### src/rtl/uart_trig_cmd.sv
// uart_trig_cmd: UART command receiver for the trigger-control path.
//
// Receives 8N1 bytes at one of four selectable bit rates and parses
// 4-byte frames (0x53, channel, type, value) into per-channel trigger
// registers. Malformed frames, bad stop bits and stalled frames pulse
// frame_err. Optional echo path (macro UART_TRIG_ECHO_EN) pushes every
// received byte into a FIFO and replays it on tx.
//
// Ports:
//   clk, nrst (async, active-low)  clock and reset
//   baud[1:0]        rate select, latched at start-bit detection / TX pop
//   rx               serial input, idle high (asynchronous)
//   tx               serial output, idle high
//   trig_val         channel c value at [8c+7:8c]
//   trig_type        channel c type at [2c+1:2c] (2'b11 = disabled)
//   trig_upd         one-cycle pulse on the channel just written
//   rx_byte/rx_valid last received byte and its one-cycle strobe
//   frame_err        parse, stop-bit or timeout error pulse
//   echo_ovf         echo byte dropped because the FIFO was full
//   busy             RX not idle, TX active or FIFO non-empty
module uart_trig_cmd #(
  parameter int N_CH         = 4,
  parameter int DIV0         = 109091,
  parameter int DIV1         = 20000,
  parameter int DIV2         = 5000,
  parameter int DIV3         = 1250,
  parameter int TIMEOUT_BITS = 40,
  parameter int FIFO_DEPTH   = 8
) (
  input  logic              clk,
  input  logic              nrst,
  input  logic [1:0]        baud,
  input  logic              rx,
  output logic              tx,
  output logic [N_CH*8-1:0] trig_val,
  output logic [N_CH*2-1:0] trig_type,
  output logic [N_CH-1:0]   trig_upd,
  output logic [7:0]        rx_byte,
  output logic              rx_valid,
  output logic              frame_err,
  output logic              echo_ovf,
  output logic              busy
);

  function automatic logic [19:0] div_sel(input logic [1:0] b);
    case (b)
      2'b00:   return 20'(DIV0);
      2'b01:   return 20'(DIV1);
      2'b10:   return 20'(DIV2);
      default: return 20'(DIV3);
    endcase
  endfunction

  // ---------------- RX ----------------
  typedef enum logic [1:0] {R_IDLE, R_START, R_DATA, R_STOP} rx_st_t;
  rx_st_t      rx_st_q;
  logic        rx_s1_q, rx_s2_q, rx_prev_q;
  logic [19:0] rx_div_q, rx_cnt_q;
  logic [2:0]  rx_bit_q;
  logic [7:0]  rx_sh_q, rx_byte_q;
  logic        rx_valid_q, stop_err_q;
  logic        bit_end_d;

  assign bit_end_d = (rx_cnt_q == rx_div_q - 20'd1);

  always_ff @(posedge clk or negedge nrst) begin
    if (!nrst) begin
      rx_s1_q    <= 1'b1;
      rx_s2_q    <= 1'b1;
      rx_prev_q  <= 1'b1;
      rx_st_q    <= R_IDLE;
      rx_div_q   <= 20'(DIV0);
      rx_cnt_q   <= '0;
      rx_bit_q   <= '0;
      rx_sh_q    <= '0;
      rx_byte_q  <= '0;
      rx_valid_q <= 1'b0;
      stop_err_q <= 1'b0;
    end else begin
      rx_s1_q    <= rx;
      rx_s2_q    <= rx_s1_q;
      rx_prev_q  <= rx_s2_q;
      rx_valid_q <= 1'b0;
      stop_err_q <= 1'b0;
      case (rx_st_q)
        R_IDLE: if (rx_prev_q && !rx_s2_q) begin
          rx_div_q <= div_sel(baud);
          rx_cnt_q <= '0;
          rx_st_q  <= R_START;
        end
        // Re-check the line at mid start bit; a short low pulse is a glitch.
        R_START: if (rx_cnt_q == {1'b0, rx_div_q[19:1]}) begin
          rx_cnt_q <= '0;
          rx_bit_q <= '0;
          rx_st_q  <= rx_s2_q ? R_IDLE : R_DATA;
        end else begin
          rx_cnt_q <= rx_cnt_q + 20'd1;
        end
        R_DATA: if (bit_end_d) begin
          rx_cnt_q <= '0;
          rx_sh_q  <= {rx_s2_q, rx_sh_q[7:1]};
          rx_bit_q <= rx_bit_q + 3'd1;
          if (rx_bit_q == 3'd7) rx_st_q <= R_STOP;
        end else begin
          rx_cnt_q <= rx_cnt_q + 20'd1;
        end
        R_STOP: if (bit_end_d) begin
          if (rx_s2_q) begin
            rx_byte_q  <= rx_sh_q;
            rx_valid_q <= 1'b1;
          end else begin
            stop_err_q <= 1'b1;
          end
          rx_st_q <= R_IDLE;
        end else begin
          rx_cnt_q <= rx_cnt_q + 20'd1;
        end
        default: rx_st_q <= R_IDLE;
      endcase
    end
  end

  // ---------------- Frame parser ----------------
  typedef enum logic [1:0] {P_HUNT, P_CH, P_TYPE, P_VAL} p_st_t;
  p_st_t          p_st_q;
  logic [3:0]     ch_q;
  logic [1:0]     ty_q;
  logic [7:0]     val_q [N_CH];
  logic [1:0]     typ_q [N_CH];
  logic [N_CH-1:0] upd_q;
  logic           ferr_q;
  logic [19:0]    to_cnt_q;
  logic [15:0]    to_bits_q;

  always_ff @(posedge clk or negedge nrst) begin
    if (!nrst) begin
      p_st_q    <= P_HUNT;
      ch_q      <= '0;
      ty_q      <= '0;
      upd_q     <= '0;
      ferr_q    <= 1'b0;
      to_cnt_q  <= '0;
      to_bits_q <= '0;
      for (int c = 0; c < N_CH; c++) begin
        val_q[c] <= '0;
        typ_q[c] <= 2'b11;
      end
    end else begin
      upd_q  <= '0;
      ferr_q <= 1'b0;
      if (stop_err_q) begin
        ferr_q <= 1'b1;
        p_st_q <= P_HUNT;
      end else if (rx_valid_q) begin
        to_cnt_q  <= '0;
        to_bits_q <= '0;
        case (p_st_q)
          P_HUNT: if (rx_byte_q == 8'h53) p_st_q <= P_CH;
          P_CH: if (rx_byte_q < 8'(N_CH)) begin
            ch_q   <= rx_byte_q[3:0];
            p_st_q <= P_TYPE;
          end else begin
            ferr_q <= 1'b1;
            p_st_q <= P_HUNT;
          end
          P_TYPE: if (rx_byte_q <= 8'd2) begin
            ty_q   <= rx_byte_q[1:0];
            p_st_q <= P_VAL;
          end else begin
            ferr_q <= 1'b1;
            p_st_q <= P_HUNT;
          end
          default: begin
            for (int c = 0; c < N_CH; c++) begin
              if (ch_q == 4'(c)) begin
                val_q[c] <= rx_byte_q;
                typ_q[c] <= ty_q;
                upd_q[c] <= 1'b1;
              end
            end
            p_st_q <= P_HUNT;
          end
        endcase
      end else if (p_st_q == P_HUNT) begin
        to_cnt_q  <= '0;
        to_bits_q <= '0;
      end else if (to_bits_q == 16'(TIMEOUT_BITS)) begin
        ferr_q    <= 1'b1;
        p_st_q    <= P_HUNT;
        to_cnt_q  <= '0;
        to_bits_q <= '0;
      end else if (to_cnt_q == rx_div_q - 20'd1) begin
        // Bit periods are measured with the divisor of the last received byte.
        to_cnt_q  <= '0;
        to_bits_q <= to_bits_q + 16'd1;
      end else begin
        to_cnt_q <= to_cnt_q + 20'd1;
      end
    end
  end

  for (genvar c = 0; c < N_CH; c++) begin : g_out
    assign trig_val[8*c +: 8]  = val_q[c];
    assign trig_type[2*c +: 2] = typ_q[c];
  end

  assign trig_upd  = upd_q;
  assign rx_byte   = rx_byte_q;
  assign rx_valid  = rx_valid_q;
  assign frame_err = ferr_q;

`ifdef UART_TRIG_ECHO_EN
  // ---------------- Echo FIFO + TX ----------------
  localparam int AW = $clog2(FIFO_DEPTH);
  typedef enum logic {T_IDLE, T_SEND} tx_st_t;
  tx_st_t      tx_st_q;
  logic [7:0]  mem_q [FIFO_DEPTH];
  logic [AW:0] wp_q, rp_q;
  logic [8:0]  tx_sh_q;
  logic [3:0]  tx_bit_q;
  logic [19:0] tx_div_q, tx_cnt_q;
  logic        tx_q, ovf_q;
  logic        empty_d, full_d, pop_d, push_d;

  assign empty_d = (wp_q == rp_q);
  assign full_d  = (wp_q[AW] != rp_q[AW]) && (wp_q[AW-1:0] == rp_q[AW-1:0]);
  assign pop_d   = (tx_st_q == T_IDLE) && !empty_d;
  // A pop in the same cycle frees a slot, so a full FIFO still accepts.
  assign push_d  = rx_valid_q && (!full_d || pop_d);

  always_ff @(posedge clk) begin
    if (push_d) mem_q[wp_q[AW-1:0]] <= rx_byte_q;
  end

  always_ff @(posedge clk or negedge nrst) begin
    if (!nrst) begin
      tx_st_q  <= T_IDLE;
      wp_q     <= '0;
      rp_q     <= '0;
      tx_sh_q  <= '1;
      tx_bit_q <= '0;
      tx_div_q <= 20'(DIV0);
      tx_cnt_q <= '0;
      tx_q     <= 1'b1;
      ovf_q    <= 1'b0;
    end else begin
      ovf_q <= rx_valid_q && full_d && !pop_d;
      if (push_d) wp_q <= wp_q + 1'b1;
      if (pop_d)  rp_q <= rp_q + 1'b1;
      case (tx_st_q)
        T_IDLE: if (pop_d) begin
          tx_sh_q  <= {1'b1, mem_q[rp_q[AW-1:0]]};
          tx_q     <= 1'b0;
          tx_div_q <= div_sel(baud);
          tx_cnt_q <= '0;
          tx_bit_q <= '0;
          tx_st_q  <= T_SEND;
        end
        // tx_bit_q counts bits already started: 1..8 data, 9 stop.
        default: if (tx_cnt_q == tx_div_q - 20'd1) begin
          tx_cnt_q <= '0;
          if (tx_bit_q == 4'd9) begin
            tx_st_q <= T_IDLE;
          end else begin
            tx_q     <= tx_sh_q[0];
            tx_sh_q  <= {1'b1, tx_sh_q[8:1]};
            tx_bit_q <= tx_bit_q + 4'd1;
          end
        end else begin
          tx_cnt_q <= tx_cnt_q + 20'd1;
        end
      endcase
    end
  end

  assign tx       = tx_q;
  assign echo_ovf = ovf_q;
  assign busy     = (rx_st_q != R_IDLE) || (tx_st_q != T_IDLE) || !empty_d;
`else
  assign tx       = 1'b1;
  assign echo_ovf = 1'b0;
  assign busy     = (rx_st_q != R_IDLE);
`endif

endmodule

### config.mk
export PLATFORM = sky130hd
export DESIGN_NAME = uart_trig_cmd
export DESIGN_NICKNAME = d
export VERILOG_FILES = /design/src/rtl/uart_trig_cmd.sv
export SDC_FILE = /design/constraint.sdc
export NUM_CORES = 1
export LEC_CHECK = 0
export CORE_MARGIN = 3
export CORE_UTILIZATION = 25
export DETAILED_ROUTE_END_ITERATION = 8
export GPL_ROUTABILITY_DRIVEN = 0
export SLEW_MARGIN = 20
export SYNTH_ARGS = -nofsm -noshare
export SYNTH_HDL_FRONTEND = slang
export SYNTH_SLANG_ARGS = --single-unit
### constraint.sdc
create_clock -name clk -period 4.5 [get_ports clk]
set_input_delay 0.45 -clock clk [delete_from_list [all_inputs] [get_ports clk]]
set_output_delay 0.45 -clock clk [all_outputs]
set_load 0.02 [all_outputs]
==> out/qor.yml, run 1 <==
drt-met1-wl_um: 8840
synth_chip_area_sq_um: 7900
grtUsageMet1_pct: 15.2
area.growth.synth_to_final_pct: 19.6
detailroute.wirelength.met3_um: 855
rrSetupSlack_ns: 0.42
final_max_slew_viol_count: 0
ys_cells: 795
netSwitchingPower_mw: 1.45
grt_pass1_wl_um: 31100
worst_setup_path_start_kind: "flip-flop"
wire_per_inst_um: 14.7
dp_hpwl_um: 13100
worstSetupPathDepth: 12
remaining_drc_errors: 0
grt_antenna_before_repair: 0
synth.mux.area_fraction_pct: 8.27
ys_top_cells_by_area: "sky130_fd_sc_hd__dfrtp_1, sky130_fd_sc_hd__mux2_2, sky130_fd_sc_hd__dfstp_2"
grt_remaining_overflow: 0
worst-slew-pin-transition_ns: 0.815
well_tap_count: 396
non_clock_buffering_overhead_in_the_final_layout_pct: 7.17
cp.buffers_inverters: 2
synth_area_sq_um: 7900
fin_worst_skew_ns: 0.00913
detail-route-antenna-nets: 0
critical_path.max_stage_delay_ns: 0.50
internal_power_mw: 2.72
post_cts_resized: 0
proportion_of_layout_cells_with_a_drive_suffix_above_1_pct: 14.0
final_hold_fails: 0
r2r-start: "rx_div_q[15]"
die_height_um: 184
final_layout_top_logic_cells: "sky130_fd_sc_hd__dfrtp_1, sky130_fd_sc_hd__nand2_1, sky130_fd_sc_hd__clkdlybuf4s50_1"
power.sequential.fraction_pct: 39.3
post-cts-setup-buffers: 0
async_flop_share_pct: 100
finalCoreUtilization_pct: 30.6
fillerInstances: 3134
hp-class: "reg -> reg"
non_filler_cells_final: 1246
worst_r2r_endpoint: "rx_cnt_q[15]"
core_util_floorplan_pct: 25.6
top_power_group: "registers"
leading_area_contributor_after_synthesis: "sky130_fd_sc_hd__dfrtp_1"
global_route.usage.total_pct: 11.1
floorplan.rows: 64
sh_seq_area_pct: 38.6
rsz0062_at_grt: "false"
yosys-top-cells-count: "sky130_fd_sc_hd__dfrtp_1, sky130_fd_sc_hd__nand2_1, sky130_fd_sc_hd__mux2_2"
maximum_number_of_pins_on_one_net_before_global_route_repair: 59
flop_cell: "sky130_fd_sc_hd__dfrtp_1"
cts.hold.buffers_added: 1
worst-r2r-cell-count: 12
synth_area_per_inst_sq_um: 9.93
status: "completed"
slowest_stage: "sky130_fd_sc_hd__nor4b_4"
synth_top_area_share_pct: 40.9
max_cap_violations: 0
placed_cell_area_sq_um: 8850
hold-path-endpoint: "rx_s2_q"
critical_path_required_ns: 4.82
die_area_sq_um: 33800
timing.hold.worst_path_depth: 0
met2_wirelength_um: 8480
cts_tree: "done"
edf_count: 0
max-vdd-ir-drop_mv: 0.306
clkPwrFrac_pct: 33.6
area.combinational_sq_um: 3940
timing.critical_path.to_type: "flip-flop"
lay_top_count: "sky130_fd_sc_hd__dfrtp_1"
highest-signal-layer: "met4"
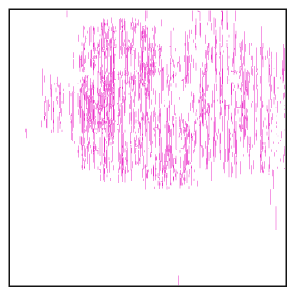
(run_1/met2.png)
Scale: 1.5 px per um.
- nets with wire on the layer: 717
- main direction: vertical
- wire length on this layer: 8,480 um
- share of all routed wire: 46%
total routed wirelength: 18,400 um
met2 demand-to-capacity share in global routing: 17.8%
via total after detailed routing: 6,059

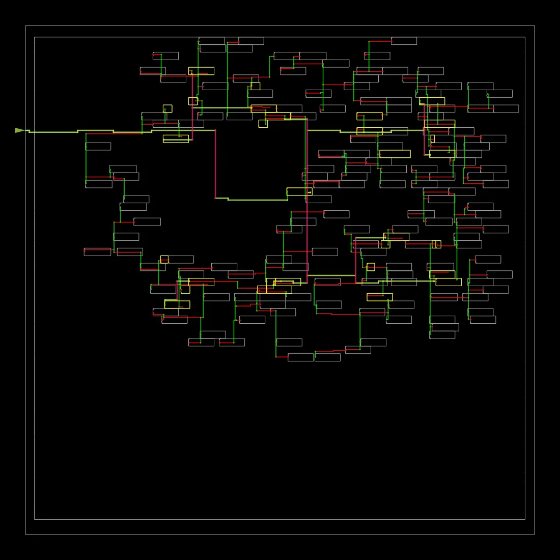
(run_1/final_clocks.png)
number of buffers created by CTS: 17
Late-Pin Clk Latency: 0.43 ns
number of clock sinks: 145
total of clock buffers placed in the layout: 19
Clk. pwr: 1.41 mW

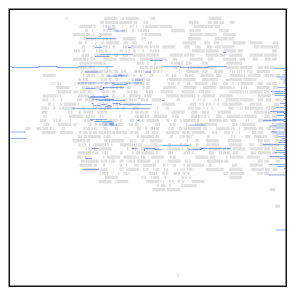
(run_1/met3.png)
Scale: 1.5 px per um. Cells faint in the background.
- main direction: horizontal
- nets with wire on the layer: 78
- longest straight run: 51.5 um

==> run 2, diff against run 1 <==
--- a/config.mk
+++ b/config.mk
@@ -5,7 +5,6 @@
 export SDC_FILE = /design/constraint.sdc
 export NUM_CORES = 1
 export LEC_CHECK = 0
-export CORE_MARGIN = 3
 export CORE_UTILIZATION = 25
 export DETAILED_ROUTE_END_ITERATION = 8
 export GPL_ROUTABILITY_DRIVEN = 0
==> out/qor.yml, run 2 <==
async_flop_share_pct: 100  # unchanged
worst-r2r-cell-count: 12  # unchanged
placed_cell_area_sq_um: 8850  # unchanged
timing.critical_path.to_type: "flip-flop"
rrSetupSlack_ns: 0.46  # +0.04 ns
drt-met1-wl_um: 8660  # -2.0%
worst_r2r_endpoint: "rx_cnt_q[14]"
max-vdd-ir-drop_mv: 0.288  # -6.1%
grt_pass1_wl_um: 31400  # +1.1%
flop_cell: "sky130_fd_sc_hd__dfrtp_1"
cts.sink_count: 145  # unchanged
die_area_sq_um: 32300  # -4.3%
top_power_group: "registers"
edf_count: 0  # unchanged
clkPwrFrac_pct: 32.5  # -1.1 points
detailroute.wirelength.met3_um: 938  # +9.7%
finalCoreUtilization_pct: 30.5  # -0.085 points
cts-buffers-inserted: 17  # unchanged
slowest_stage: "sky130_fd_sc_hd__nor4b_4"
status: "finished, violations left"
cts_tree: "done"
yosys-top-cells-count: "sky130_fd_sc_hd__dfrtp_1, sky130_fd_sc_hd__nand2_1, sky130_fd_sc_hd__mux2_2"
power.sequential.fraction_pct: 39.9  # +0.6 points
grt_antenna_before_repair: 0  # unchanged
synth_area_per_inst_sq_um: 9.93  # unchanged
non_clock_buffering_overhead_in_the_final_layout_pct: 7.19  # +0.020 points
core_util_floorplan_pct: 25.6  # unchanged
leading_area_contributor_after_synthesis: "sky130_fd_sc_hd__dfrtp_1"
well_tap_count: 396  # unchanged
timing.hold.worst_path_depth: 0  # unchanged
synth.mux.area_fraction_pct: 8.27  # unchanged
die_height_um: 180  # -2.2%
area.growth.synth_to_final_pct: 19.2
final.clkbuf_count: 18  # -1
remaining_drc_errors: 11  # +11
ys_cells: 795  # unchanged
floorplan.rows: 64  # unchanged
grt_util_met2_pct: 18.9  # +1.1 points
lay_top_count: "sky130_fd_sc_hd__dfrtp_1"
global_route.usage.total_pct: 11.9  # +0.79 points
fillerInstances: 3175  # +1.3%
violations: "DRC"
dp_hpwl_um: 13100  # about the same
critical_path.max_stage_delay_ns: 0.49  # about the same
ys_top_cells_by_area: "sky130_fd_sc_hd__dfrtp_1, sky130_fd_sc_hd__mux2_2, sky130_fd_sc_hd__dfstp_2"
sh_seq_area_pct: 38.8  # +0.11 points
netSwitchingPower_mw: 1.48  # +2.1%
worstSetupPathDepth: 12  # unchanged
final_layout_top_logic_cells: "sky130_fd_sc_hd__dfrtp_1, sky130_fd_sc_hd__nand2_1, sky130_fd_sc_hd__clkdlybuf4s50_1"
synth_top_area_share_pct: 40.9  # unchanged
clock_net_power_mw: 1.34  # -5%
clock_insertion_delay_worst_skew_ns: 0.43  # about the same
area.combinational_sq_um: 3940  # unchanged
cts.hold.buffers_added: 1  # unchanged
proportion_of_layout_cells_with_a_drive_suffix_above_1_pct: 14.2  # +0.24 points
final_max_slew_viol_count: 0  # unchanged
final_hold_fails: 0  # unchanged
r2r-start: "rx_div_q[15]"
hold-path-endpoint: "rx_s2_q"
rsz0062_at_grt: "false"
grtUsageMet1_pct: 16.0  # +0.84 points
wire_per_inst_um: 14.9  # +0.83%
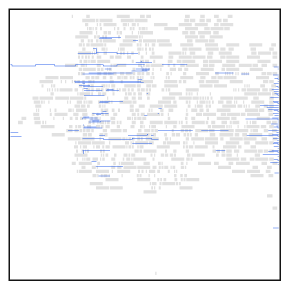
(run_2/met3.png)
Scale: 1.5 px per um. Cells faint in the background.
- main direction: horizontal
- wire length on this layer: 938 um
- nets with wire on the layer: 89
- longest straight run: 45.5 um
met3 usage in global routing: 3.02%
total routed wirelength: 18,500 um

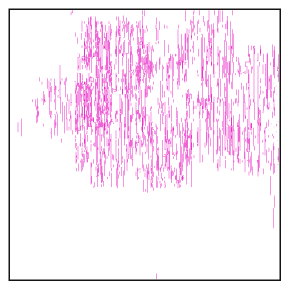
(run_2/met2.png)
Scale: 1.5 px per um.
- share of all routed wire: 47%
- wire length on this layer: 8,750 um
- main direction: vertical
- nets with wire on the layer: 728
- longest straight run: 55.9 um

==> run 3, diff against run 2 <==
--- a/config.mk
+++ b/config.mk
@@ -5,6 +5,7 @@
 export SDC_FILE = /design/constraint.sdc
 export NUM_CORES = 1
 export LEC_CHECK = 0
+export CORE_ASPECT_RATIO = 0.7
 export CORE_UTILIZATION = 25
 export DETAILED_ROUTE_END_ITERATION = 8
 export GPL_ROUTABILITY_DRIVEN = 0
==> out/qor.yml, run 3 <==
timing.critical_path.to_type: "flip-flop"
die_height_um: 151  # -16%
flop_cell: "sky130_fd_sc_hd__dfrtp_1"
drt-met1-wl_um: 10500  # +21%
highest-signal-layer: "met4"
critical_path_required_ns: 4.77
leading_area_contributor_after_synthesis: "sky130_fd_sc_hd__dfrtp_1"
max-vdd-ir-drop_mv: 0.298  # +3.5%
final_layout_top_logic_cells: "sky130_fd_sc_hd__dfrtp_1, sky130_fd_sc_hd__nand2_1, sky130_fd_sc_hd__clkdlybuf4s50_1"
sh_seq_area_pct: 38.5  # -0.23 points
well_tap_count: 420  # +6.1%
lay_top_count: "sky130_fd_sc_hd__dfrtp_1"
netSwitchingPower_mw: 1.49  # about the same
dp_hpwl_um: 13800  # +5.6%
slowest_stage: "sky130_fd_sc_hd__dfstp_2"
edf_count: 0  # unchanged
floorplan.rows: 54  # -16%
vias: 6066
rrSetupSlack_ns: 0.54  # +0.08 ns
core_util_floorplan_pct: 25.4  # -0.21 points
cts.sink_count: 145  # unchanged
final_max_slew_viol_count: 0  # unchanged
total_routed_wirelength_um: 19400  # +4.6%
rsz0062_at_grt: "false"
max_clock_freq_ghz: 0.252
finalCoreUtilization_pct: 30.5  # -0.065 points
clkPwrFrac_pct: 34.2  # +1.7 points
clock_insertion_delay_worst_skew_ns: 0.43  # about the same
non_clock_buffering_overhead_in_the_final_layout_pct: 6.88  # -0.31 points
worstSetupPathDepth: 11  # -1
area.growth.synth_to_final_pct: 19.9
top_power_group: "registers"
r2r-start: "rx_div_q[15]"
detailroute.wirelength.met3_um: 1090  # +16%
cts.hold.buffers_added: 0  # -1
status: "completed"
final.clkbuf_count: 20  # +2
proportion_of_layout_cells_with_a_drive_suffix_above_1_pct: 13.9  # -0.30 points
synth_top_area_share_pct: 40.9  # unchanged
power.sequential.fraction_pct: 39.3  # -0.6 points
synth_area_per_inst_sq_um: 9.93  # unchanged
area.combinational_sq_um: 3950  # +0.13%
grtUsageMet1_pct: 19.8  # +3.8 points
global_route.usage.total_pct: 12.2  # +0.30 points
synth.mux.area_fraction_pct: 8.27  # unchanged
grt_antenna_before_repair: 0  # unchanged
remaining_drc_errors: 0  # -11
clock_net_power_mw: 1.46  # +9%
cts-buffers-inserted: 17  # unchanged
async_flop_share_pct: 100  # unchanged
fillerInstances: 3232  # +1.8%
ys_cells: 795  # unchanged
critPathArrivalTime_ns: 4.24
yosys-top-cells-count: "sky130_fd_sc_hd__dfrtp_1, sky130_fd_sc_hd__nand2_1, sky130_fd_sc_hd__mux2_2"
worst-r2r-cell-count: 11  # -1
final_hold_fails: 0  # unchanged
ys_top_cells_by_area: "sky130_fd_sc_hd__dfrtp_1, sky130_fd_sc_hd__mux2_2, sky130_fd_sc_hd__dfstp_2"
critical_path.max_stage_delay_ns: 0.77  # +0.28 ns
wire_per_inst_um: 15.3  # +2.9%
grt_util_met2_pct: 15.5  # -3.4 points
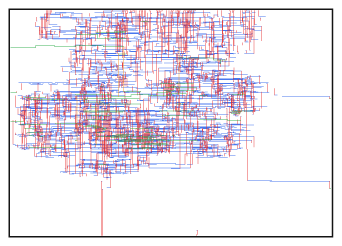
(run_3/metal_stack.png)
Scale: 1.5 px per um.
- green: met3 (wire length 1,090 um)
- orange: met4 (wire length 144 um)
- blue: met1 (wire length 10,500 um)
- red: met2 (wire length 7,650 um)

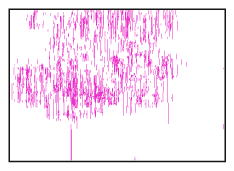
(run_3/met2.png)
Scale: 1 px per um.
- wire length on this layer: 7,650 um
- longest straight run: 40.1 um

No activity file was given, so power comes from the tool's default toggle rates.
